Run 1, M2 wires:
The bar under the picture is 20 µm long. Cells faint in the background.
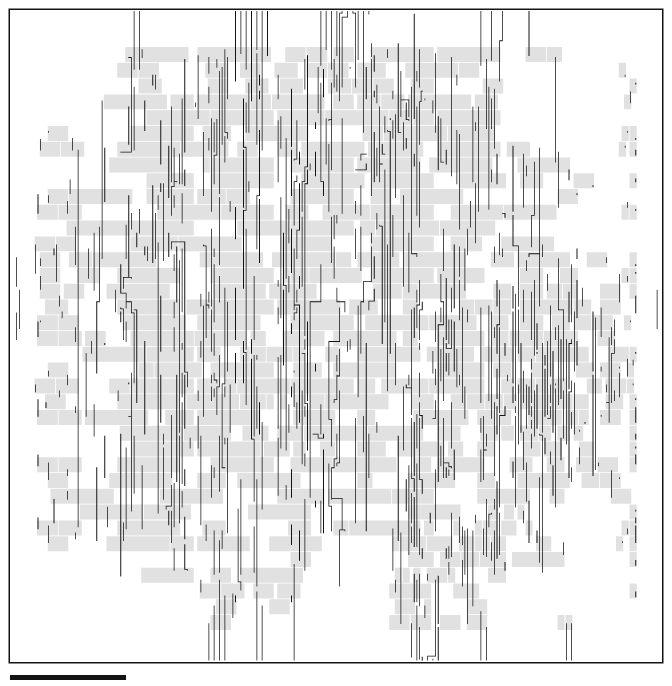
Run 1, routing congestion:
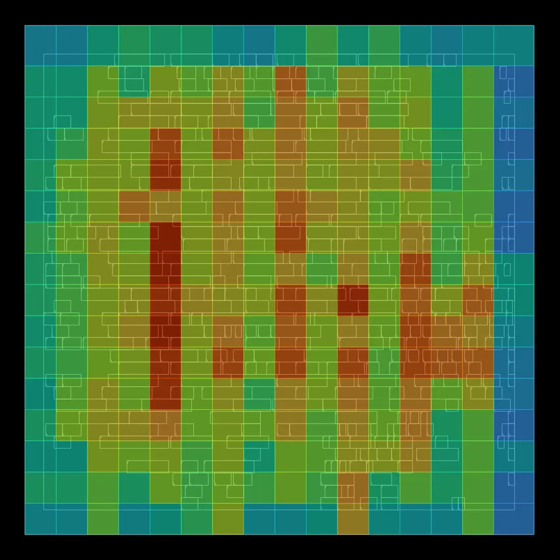
Run 1, met1 routing:
The bar under the picture is 20 µm long. Supply wires on this layer in gray. Cells faint in the background.
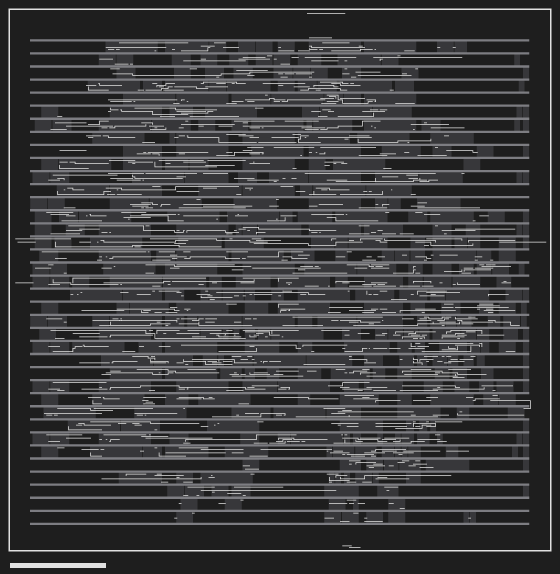
==> config.mk <==
export PLATFORM = sky130hd
export DESIGN_NAME = regfile_writeback
export DESIGN_NICKNAME = d
export VERILOG_FILES = /design/src/rtl/regfile_writeback.sv
export SDC_FILE = /design/constraint.sdc
export NUM_CORES = 1
export LEC_CHECK = 0
export ABC_AREA = 0
export CAP_MARGIN = 20
export CORE_MARGIN = 4
export CORE_UTILIZATION = 46
export CTS_CLUSTER_DIAMETER = 80
export CTS_CLUSTER_SIZE = 28
export DETAILED_ROUTE_END_ITERATION = 8
export PLACE_DENSITY = 0.76
export SKIP_LAST_GASP = 1
export SLEW_MARGIN = 20
export SYNTH_ARGS = -nofsm -noshare
export SYNTH_HDL_FRONTEND = slang
export SYNTH_SLANG_ARGS = --single-unit
==> constraint.sdc <==
create_clock -name Clock -period 2 [get_ports Clock]
set_input_delay 0.4 -clock Clock [delete_from_list [all_inputs] [get_ports Clock]]
set_output_delay 0.4 -clock Clock [all_outputs]
set_load 0.005 [all_outputs]
==> Slide: Implementation Results, run 1 <==
Key Metrics from the Run

Synth
  • Yosys reg bits: 103
  • Post-Synth XOR/XNOR Area: 0.0629
  • Top cells, area: edfxtp_1 (46%), dfrtp_1 (13%), mux2_2 (8.5%)
  • Number of enable flip-flop cells: 76
  • Register area share after synthesis: 0.590

Outcome
  • Failing checks: negative setup slack
  • Status: finished, violations left

Power
  • Int Pwr: 0.00639 W
  • Power Density: 1440 mW/mm²
  • Comb group: 0.00430 W

Detailed routing
  • Wire length per cell: 17.2 µm
  • Routed wl met2: 4890 µm

Die
  • Die ar.: 0.0126 mm²
  • Die height: 112 µm
  • Row Count: 37
  • Die Wd: 112 µm
  • Io pins: 107

STA
  • PnR worst setup slack: -0.449 ns
  • Worst hold slack: 0.416 ns
  • Final Setup Violations: 2
  • Unrepaired setup endpoints after global routing: yes

Final layout
  • Final nets: 465

Global route
  • Global-route wire length before repair: 15,100 µm
  • Vias in the first global route: 2,962

Clock network
  • TritonCTS clock tree: built

Worst setup path
  • Startpoint Class: flop
  • Cell count of the worst reg-to-reg path: 5

Job
  • Tool Warnings: 34
Notes on 'M2 wires' above:
longest straight run: 64.9 µm
wire length on this layer: 4,890 µm
main direction: vertical
Vias: 2,793
final wirelength: 9420 µm

Notes on 'routing congestion' above:
GRT met1 Usage: 0.186
Tot GR Track Use: 0.154
met3 Use GR: 0.0264
met2 Usage GRT: 0.269

Notes on 'met1 routing' above:
main direction: horizontal
nets with wire on the layer: 375

-- run 1: what timing repair did --
item / 4_1_cts / 5_1_grt
pin swaps: 9 / 6
hold buffers: 0 / 0
setup endpoints to repair: 2 / 2
gates resized: 22 / 3
buffers inserted: 9 / 0
-- run 1: logic make-up after synthesis --
kind of cell | after synthesis
DFF | 103
muxes | 67
buffers and inverters | 53
xor gates and xnor gates | 36
and+or+nand+nor | 25
adders and majority gates | 9
AOI/OAI and AO/OA | 6
other | 1
-- run 1: critical path, cell delays in order (launching register included) --
cell,delay [ns]
dfrtp_2,0.39
buf_6,0.14
mux4_2,0.55
xnor2_1,0.26
a41oi_2,0.15
nand4_1,0.08
buf_2,0.11
-- run 1: layout by cell type, fill, tap and decap left out, types with 2 or more instances in the layout --
| cell type | instances |
|---|---|
| edfxtp_1 | 76 |
| clkdlybuf4s50_1 | 72 |
| mux2_2 | 38 |
| xnor2_1 | 32 |
| conb_1 | 32 |
| buf_4 | 29 |
| dfrtp_1 | 26 |
| mux4_2 | 25 |
| ha_1 | 9 |
| clkbuf_8 | 9 |
| nand4_1 | 8 |
| nand2_1 | 6 |
| buf_12 | 6 |
| nor2_1 | 5 |
| inv_1 | 5 |
| and2_1 | 4 |
| o21ai_0 | 4 |
| buf_6 | 4 |
| mux4_1 | 3 |
| xnor2_2 | 3 |
| bufinv_16 | 3 |
| and4_1 | 2 |
| a41oi_2 | 2 |
| clkbuf_1 | 2 |
| buf_2 | 2 |
-- run 1: layout make-up --
class	count	area, µm²
fill	808	4120
sequential	103	2960
multi-input combinational	175	1840
timing repair buffer	113	1110
tap	136	170
clock buffer	11	131
clock inverter	5	106
inverter	6	22.5
## Run 2: what changed since run 1
CAP_MARGIN = not set   (was 20)
GPL_ROUTABILITY_DRIVEN = 0   (was not set)
SLEW_MARGIN = 30   (was 20)
==> run 2 against run 1 <==
  * The run still ends with negative setup slack left
  * Cell count stayed put
  * Global-route usage stayed put
  * Final area stayed put
  * Synthesized cell count stayed put
  * Worst setup slack stayed put
  * Maximum frequency stayed put
  * First-iteration DRC count stayed put
  * Clock power hardly changed
  * Area after synthesis stayed put
  * Power stayed put
  * Combinational power hardly changed
  * Critical path type unchanged
==> Slide: Implementation Results, run 2 <==
Key Metrics from the Run

Detailed routing
  • Final wirelength: 9420 µm (unchanged)
  • Vias: 2,793 (unchanged)

STA
  • Unrepaired setup endpoints after global routing: yes
  • PnR worst setup slack: -0.449 ns (unchanged)
  • Final Setup Violations: 2 (unchanged)
  • Worst hold slack: 0.416 ns (unchanged)

Worst setup path
  • CP max stage cell: mux4_2
  • Cell count of the worst reg-to-reg path: 5 (unchanged)
  • Startpoint Class: flop
  • WP buf/inv: 2 (unchanged)
  • CP top delay family: multiplexers

Die
  • Row Count: 37 (unchanged)
  • Die ar.: 0.0126 mm² (unchanged)

Synth
  • Number of enable flip-flop cells: 76 (unchanged)
  • Register area share after synthesis: 0.590 (unchanged)
  • Top cells, area: edfxtp_1 (46%), dfrtp_1 (13%), mux2_2 (8.5%)

Outcome
  • Status: finished, violations left
  • Failing checks: negative setup slack

Global route
  • Global-route wire length before repair: 15,100 µm (unchanged)
  • Vias in the first global route: 2,962 (unchanged)

Clock network
  • CTS Hold Buffers Added: 0 (unchanged)
  • TritonCTS clock tree: built

Final layout
  • Final nets: 465 (unchanged)
[run 2: repair_timing]
action / in CTS / in global routing
setup buffers: 9 / 0
endpoints found under the setup margin: 2 / 2
gates resized: 22 / 3
pin swaps: 9 / 6
[run 2: kinds of logic after synthesis]
kind of cell    after synthesis  share of synthesized area
simple gates                 25                     0.0267
buf+inv                      53                     0.0699
fa+ha+maj                     9                     0.0225
compound gates                6                    0.00749
flops                       103                      0.590
xor+xnor                     36                     0.0629
mux                          67                      0.220
other cells                   1                   0.000748
[run 2: cell type report]
| cell class | instances | area, µm² | share of cell area |
|---|---|---|---|
| Clock buffer | 11 | 131 | 0.0207 |
| Clock inverter | 5 | 106 | 0.0168 |
| Inverter | 6 | 22.5 | 0.00355 |
| Multi-Input combinational cell | 175 | 1840 | 0.290 |
| Sequential cell | 103 | 2960 | 0.467 |
| Tap cell | 136 | 170 | 0.0268 |
| Timing Repair Buffer | 113 | 1110 | 0.176 |
[run 2: routing by layer]
layer  up-vias  global-route usage
met5         -                   0
li1       1285                   -
met1      1413               0.186
met4         0              0.0673
met2        86               0.269
met3         9              0.0264
[run 2: power by group through the flow]
stage,clock (W),combinational [W],sequential [W]
after global routing,0.00164,0.00467,0.00339
after global placement,0,0.00400,0.00337
after floorplan,0,0.00253,0.00334
after CTS,0.00156,0.00433,0.00332
after detailed placement,0,0.00412,0.00340
final,0.00152,0.00430,0.00331
Run 2, a small window of the routed layout:
The bar under the picture is 10 µm long. Window x 36 to 76, y 14 to 54 µm. Cells in gray, sequential cells in the stronger gray; small squares are vias.
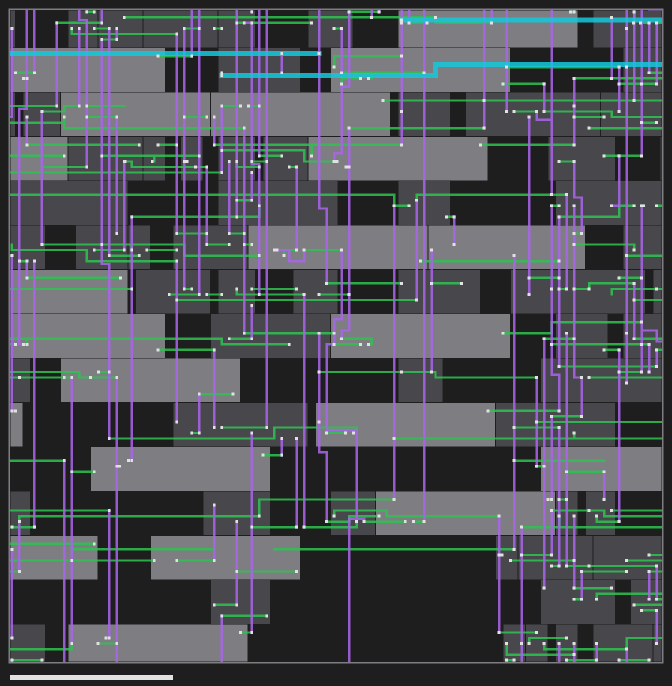
| color | layer |
|---|---|
| green | met1 |
| cyan | met3 |
| purple | met2 |
sequential cells in the window: 19
most frequent: edfxtp_1 (14), ha_1 (7)
cells with their middle in the window: 69

Run 2, routing congestion:
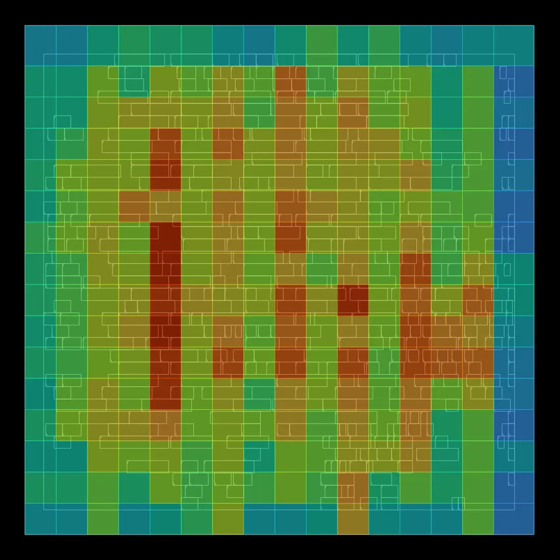
Post-Route Utilization: 0.606
wire length per cell: 17.2 µm
most used routing layer: met2

Power and IR drop assume default switching activity.
